File: src/rtl/matmul_pkg.sv
// Shared types and default widths for the matmul APB master and its command FIFO.
package matmul_pkg;

  localparam int DEFAULT_DATA_WIDTH = 8;
  localparam int DEFAULT_BUS_WIDTH  = 32;
  localparam int DEFAULT_ADDR_WIDTH = 16;
  localparam int DEFAULT_STRB_WIDTH = DEFAULT_BUS_WIDTH / DEFAULT_DATA_WIDTH;

  typedef enum logic [1:0] {
    ST_IDLE,
    ST_SETUP,
    ST_ACCESS,
    ST_RESP
  } apb_mst_state_e;

  // Command layout at default widths; the master packs its FIFO entries in this field order.
  typedef struct packed {
    logic                          write;
    logic [DEFAULT_ADDR_WIDTH-1:0] addr;
    logic [DEFAULT_BUS_WIDTH-1:0]  wdata;
    logic [DEFAULT_STRB_WIDTH-1:0] strb;
  } apb_cmd_t;

endpackage

File: src/rtl/matmul_cmd_fifo.sv
// Synchronous command FIFO with power-of-two depth; the extra pointer bit
// separates the full and empty conditions.
module matmul_cmd_fifo
  import matmul_pkg::*;
#(
  parameter int WIDTH = 8,
  parameter int DEPTH = 4
) (
  input  logic             i_clk,
  input  logic             i_rst,
  input  logic             i_push,
  input  logic             i_pop,
  input  logic [WIDTH-1:0] i_wdata,
  output logic [WIDTH-1:0] o_rdata,
  output logic             o_full,
  output logic             o_empty
);

  localparam int AW = $clog2(DEPTH);

  logic [AW:0]      r_wr_ptr;
  logic [AW:0]      r_rd_ptr;
  logic [WIDTH-1:0] r_mem [DEPTH];
  logic             w_do_push;
  logic             w_do_pop;

  assign o_full    = (r_wr_ptr[AW] != r_rd_ptr[AW]) &&
                     (r_wr_ptr[AW-1:0] == r_rd_ptr[AW-1:0]);
  assign o_empty   = (r_wr_ptr == r_rd_ptr);
  assign w_do_push = i_push && !o_full;
  assign w_do_pop  = i_pop && !o_empty;
  assign o_rdata   = r_mem[r_rd_ptr[AW-1:0]];

  always_ff @(posedge i_clk) begin
    if (i_rst) begin
      r_wr_ptr <= '0;
      r_rd_ptr <= '0;
    end else begin
      if (w_do_push) r_wr_ptr <= r_wr_ptr + 1'b1;
      if (w_do_pop)  r_rd_ptr <= r_rd_ptr + 1'b1;
    end
  end

  always_ff @(posedge i_clk) begin
    if (w_do_push) r_mem[r_wr_ptr[AW-1:0]] <= i_wdata;
  end

endmodule

File: src/rtl/matmul_apb_master.sv
// APB master that drains a command FIFO one transfer at a time and returns
// one response per command, with an ACCESS-phase timeout.
module matmul_apb_master
  import matmul_pkg::*;
#(
  parameter int DATA_WIDTH  = DEFAULT_DATA_WIDTH,
  parameter int BUS_WIDTH   = DEFAULT_BUS_WIDTH,
  parameter int ADDR_WIDTH  = DEFAULT_ADDR_WIDTH,
  parameter int FIFO_DEPTH  = 4,
  parameter int TIMEOUT_CYC = 16
) (
  input  logic                            clk_i,
  input  logic                            rst_i,
  input  logic                            req_valid_i,
  output logic                            req_ready_o,
  input  logic                            req_write_i,
  input  logic [ADDR_WIDTH-1:0]           req_addr_i,
  input  logic [BUS_WIDTH-1:0]            req_wdata_i,
  input  logic [BUS_WIDTH/DATA_WIDTH-1:0] req_strb_i,
  output logic                            rsp_valid_o,
  input  logic                            rsp_ready_i,
  output logic [BUS_WIDTH-1:0]            rsp_rdata_o,
  output logic                            rsp_err_o,
  output logic                            psel_o,
  output logic                            penable_o,
  output logic                            pwrite_o,
  output logic [ADDR_WIDTH-1:0]           paddr_o,
  output logic [BUS_WIDTH-1:0]            pwdata_o,
  output logic [BUS_WIDTH/DATA_WIDTH-1:0] pstrb_o,
  input  logic                            pready_i,
  input  logic                            pslverr_i,
  input  logic [BUS_WIDTH-1:0]            prdata_i,
  output logic                            busy_o
);

  localparam int STRB_WIDTH = BUS_WIDTH / DATA_WIDTH;
  localparam int CMD_WIDTH  = 1 + ADDR_WIDTH + BUS_WIDTH + STRB_WIDTH;
  localparam int TW         = $clog2(TIMEOUT_CYC + 1);
  localparam logic [TW-1:0] TIMER_LAST = TW'(TIMEOUT_CYC - 1);

  apb_mst_state_e r_state;
  apb_mst_state_e w_next;

  logic                  w_fifo_full;
  logic                  w_fifo_empty;
  logic                  w_push;
  logic                  w_pop;
  logic                  w_complete;
  logic                  w_timeout;
  logic [CMD_WIDTH-1:0]  w_fifo_wdata;
  logic [CMD_WIDTH-1:0]  w_fifo_rdata;
  logic                  w_cmd_write;
  logic [ADDR_WIDTH-1:0] w_cmd_addr;
  logic [BUS_WIDTH-1:0]  w_cmd_wdata;
  logic [STRB_WIDTH-1:0] w_cmd_strb;

  logic                  r_psel;
  logic                  r_penable;
  logic                  r_pwrite;
  logic [ADDR_WIDTH-1:0] r_paddr;
  logic [BUS_WIDTH-1:0]  r_pwdata;
  logic [STRB_WIDTH-1:0] r_pstrb;
  logic                  r_rsp_valid;
  logic [BUS_WIDTH-1:0]  r_rsp_rdata;
  logic                  r_rsp_err;
  logic [TW-1:0]         r_timer;

  assign req_ready_o  = !w_fifo_full;
  assign w_push       = req_valid_i && !w_fifo_full;
  assign w_fifo_wdata = {req_write_i, req_addr_i, req_wdata_i, req_strb_i};
  assign {w_cmd_write, w_cmd_addr, w_cmd_wdata, w_cmd_strb} = w_fifo_rdata;

  matmul_cmd_fifo #(
    .WIDTH (CMD_WIDTH),
    .DEPTH (FIFO_DEPTH)
  ) u_cmd_fifo (
    .i_clk   (clk_i),
    .i_rst   (rst_i),
    .i_push  (w_push),
    .i_pop   (w_pop),
    .i_wdata (w_fifo_wdata),
    .o_rdata (w_fifo_rdata),
    .o_full  (w_fifo_full),
    .o_empty (w_fifo_empty)
  );

  always_ff @(posedge clk_i) begin
    if (rst_i) r_state <= ST_IDLE;
    else       r_state <= w_next;
  end

  always_comb begin
    w_next     = r_state;
    w_pop      = 1'b0;
    w_complete = 1'b0;
    w_timeout  = 1'b0;
    case (r_state)
      ST_IDLE: begin
        if (!w_fifo_empty) begin
          w_next = ST_SETUP;
          w_pop  = 1'b1;
        end
      end
      ST_SETUP: w_next = ST_ACCESS;
      ST_ACCESS: begin
        if (pready_i) begin
          w_complete = 1'b1;
          w_next     = ST_RESP;
        end else if (r_timer == TIMER_LAST) begin
          w_timeout = 1'b1;
          w_next    = ST_RESP;
        end
      end
      ST_RESP: begin
        // Back-to-back commands skip IDLE and pop on the handshake edge.
        if (rsp_ready_i) begin
          if (!w_fifo_empty) begin
            w_next = ST_SETUP;
            w_pop  = 1'b1;
          end else begin
            w_next = ST_IDLE;
          end
        end
      end
      default: w_next = ST_IDLE;
    endcase
  end

  always_ff @(posedge clk_i) begin
    if (rst_i) begin
      r_psel      <= 1'b0;
      r_penable   <= 1'b0;
      r_pwrite    <= 1'b0;
      r_paddr     <= '0;
      r_pwdata    <= '0;
      r_pstrb     <= '0;
      r_rsp_valid <= 1'b0;
      r_rsp_rdata <= '0;
      r_rsp_err   <= 1'b0;
      r_timer     <= '0;
    end else begin
      if (r_state == ST_RESP && rsp_ready_i) r_rsp_valid <= 1'b0;
      if (w_pop) begin
        r_psel    <= 1'b1;
        r_penable <= 1'b0;
        r_pwrite  <= w_cmd_write;
        r_paddr   <= w_cmd_addr;
        r_pwdata  <= w_cmd_write ? w_cmd_wdata : '0;
        r_pstrb   <= w_cmd_write ? w_cmd_strb : '0;
      end else if (r_state == ST_SETUP) begin
        r_penable <= 1'b1;
      end else if (w_complete || w_timeout) begin
        r_psel      <= 1'b0;
        r_penable   <= 1'b0;
        r_rsp_valid <= 1'b1;
        r_rsp_rdata <= (w_complete && !r_pwrite) ? prdata_i : '0;
        r_rsp_err   <= w_complete ? pslverr_i : 1'b1;
      end
      // Counts completed ACCESS cycles; restarts for every new transfer.
      if (r_state == ST_ACCESS && w_next == ST_ACCESS) r_timer <= r_timer + TW'(1);
      else                                             r_timer <= '0;
    end
  end

  assign psel_o      = r_psel;
  assign penable_o   = r_penable;
  assign pwrite_o    = r_pwrite;
  assign paddr_o     = r_paddr;
  assign pwdata_o    = r_pwdata;
  assign pstrb_o     = r_pstrb;
  assign rsp_valid_o = r_rsp_valid;
  assign rsp_rdata_o = r_rsp_rdata;
  assign rsp_err_o   = r_rsp_err;
  assign busy_o      = !w_fifo_empty || (r_state != ST_IDLE) || r_rsp_valid;

endmodule
File: config.mk
export PLATFORM = sky130hd
export DESIGN_NAME = matmul_apb_master
export DESIGN_NICKNAME = d
export VERILOG_FILES = /design/src/rtl/matmul_pkg.sv /design/src/rtl/matmul_cmd_fifo.sv /design/src/rtl/matmul_apb_master.sv
export SDC_FILE = /design/constraint.sdc
export NUM_CORES = 1
export LEC_CHECK = 0
export ABC_AREA = 0
export CAP_MARGIN = 20
export CORE_MARGIN = 2
export CORE_UTILIZATION = 49
export CTS_CLUSTER_SIZE = 14
export DETAILED_ROUTE_END_ITERATION = 10
export GPL_TIMING_DRIVEN = 0
export HOLD_SLACK_MARGIN = 0.12
export PLACE_DENSITY_LB_ADDON = 0.08
export REMOVE_ABC_BUFFERS = 1
export SYNTH_ARGS = -nofsm -noshare
export SYNTH_HDL_FRONTEND = slang
export SYNTH_HIERARCHICAL = 1
export SYNTH_SLANG_ARGS = --single-unit
File: constraint.sdc
create_clock -name clk_i -period 4.4 [get_ports clk_i]
set_input_delay 0.66 -clock clk_i [delete_from_list [all_inputs] [get_ports clk_i]]
set_output_delay 0.66 -clock clk_i [all_outputs]
set_load 0.01 [all_outputs]
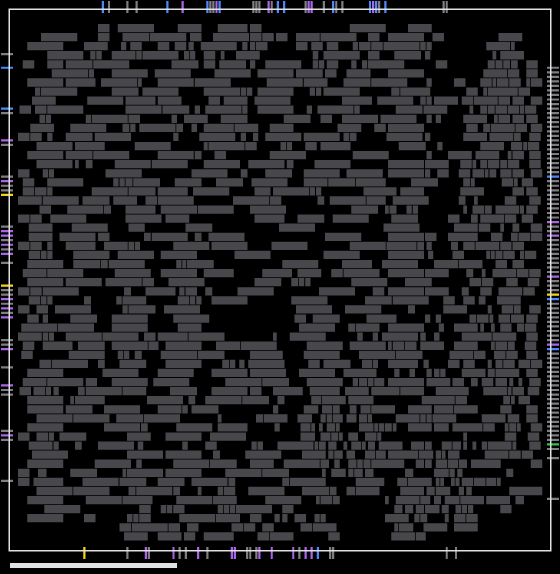
pinout.png
The bar under the picture is 50 um long. Pins as bars across the die edge, other pins in grey.
port	colour	pins	direction	edge
pwdata_o	purple	32	output	12 left, 10 bottom, 6 top, 4 right
pready_i	green	1	input	right
req_strb_i	yellow	4	input	2 left, 1 right, 1 bottom
req_addr_i	blue	16	input	10 top, 3 right, 2 left, 1 bottom

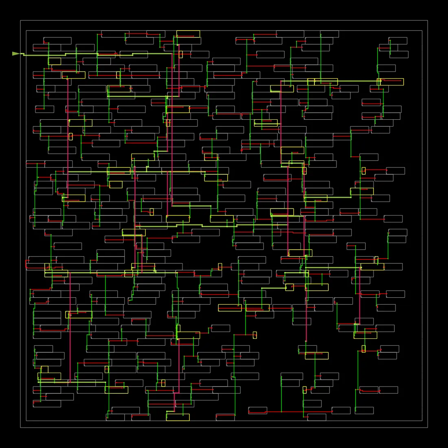
clock_nets.png
TritonCTS Sinks: 316
Num CTS Buffers: 34
clock buf count: 50

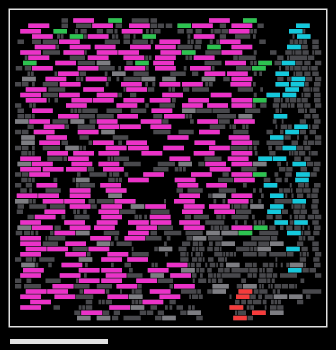
ff_map.png
The bar under the picture is 50 um long. Other sequential cells in the stronger grey, the rest of the logic in the fainter grey.
netlist name	colour	flops
paddr_o	green	16
rsp_rdata_o	cyan	32
r_timer	red	5
u_cmd_fifo/r_mem	magenta	212
not coloured	51
Register Area: 8460 um^2
P_seq: 0.00400 W

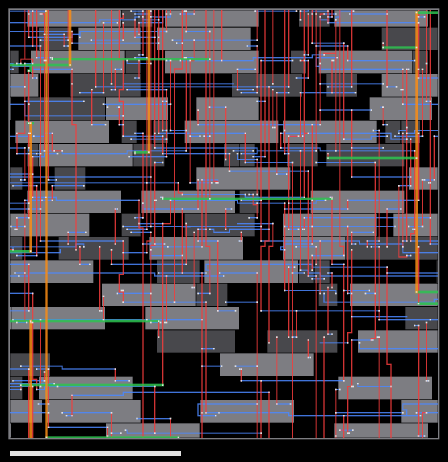
closeup.png
The bar under the picture is 20 um long. Window x 56 to 106, y 88 to 138 um. Cells in grey, sequential cells in the stronger grey; small squares are vias.
layer	colour
M1	blue
M4	orange
M2	red
M3	green
cells with their middle in the window	78
most frequent	edfxtp_1 (33), mux4_2 (7)
netlist names of flops here include	u_cmd_fifo/r_mem (33), pwdata_o (4)
sequential cells in the window	38

## final cells by class
| class | instances | area, um^2 |
|---|---|---|
| fillers | 1836 | 8930 |
| clock buffers | 50 | 941 |
| well taps | 324 | 405 |
| multi-input cells | 409 | 3470 |
| flip-flops and latches | 316 | 8460 |
| repair buffers | 192 | 2070 |
| clock inverters | 11 | 72.6 |
| inverters | 11 | 41.3 |
## stage by stage
stage | setup WS (ps) | util, % | instances | total power, W
after floorplan | -69.4 | - | 736 | 0.00561
final | 829 | 63.4 | 1313 | 0.00970
after global routing | 680 | 63.4 | 1313 | 0.0102
after global placement | -3790 | 57.9 | 1241 | 0.00690
after detailed placement | 1190 | 59.2 | 1252 | 0.00718
after CTS | 842 | 63.4 | 1313 | 0.00978
## routing by layer
layer	track usage (%)	vias up	routed length, um
li1	-	3404	-
met1	28.6	3793	12000
met2	37.2	266	14000
met3	4.39	51	1830
met4	6.07	2	617
met5	0	-	14
## power by group through the flow
stage	sequential (W)	clock [W]	combinational [W]
finish	0.00400	0.00259	0.00311
global route	0.00406	0.00276	0.00333
CTS	0.00401	0.00265	0.00313
detailed placement	0.00407	0	0.00311
global placement	0.00413	0	0.00277
floorplan	0.00411	0	0.00150
## Yosys cell counts, types with 2 or more instances
cell type  instances
nand2_1           41
o21ai_1            9
or3_1              2
and2_1             3
nand3b_1           4
dfxtp_1          104
a211oi_1           5
edfxtp_1         212
buf_4              5
o211ai_1           5
buf_6              6
clkbuf_1          37
nand2b_1          33
a211o_1            2
xor2_1             4
ha_1              12
mux2i_1           32
mux4_2            53
nand3_1           22
nor4bb_1           2
a41oi_1            2
o21ai_0           50
nand4_1           38
buf_1              7
a31oi_1            4
and3_1             2
a21oi_1           60
nor3_1             2
nor3b_1            4
nor2_1             2
inv_1             11
xnor2_1            4
==> reports/qor.csv <==
metric,value,unit
port_buffers,181,
synthArstFlopShare,0,%
largest_reg_flops,212,
r2r_setup_slack,1100,ps
wirelength,28400,um
vias,7516,
seqPwrFrac,41.2,%
antenna_found_initial,1,
cts_root_buf,clkbuf_16,
adder_share,1.23,%
cts_tree,built,
fin_worst_skew,19.8,ps
antenna_left,0,
netlist_logic_family_top,multiplexers,
min_from,r_timer[0],
ys_sh_xor,0.574,%
grt_pass1_vias,7914,
area_delta_synth_final,26.7,%
grt_max_degree,62,
status,"complete, no violations",
Power figures rest on the tool's default switching activity, not on a simulated workload.
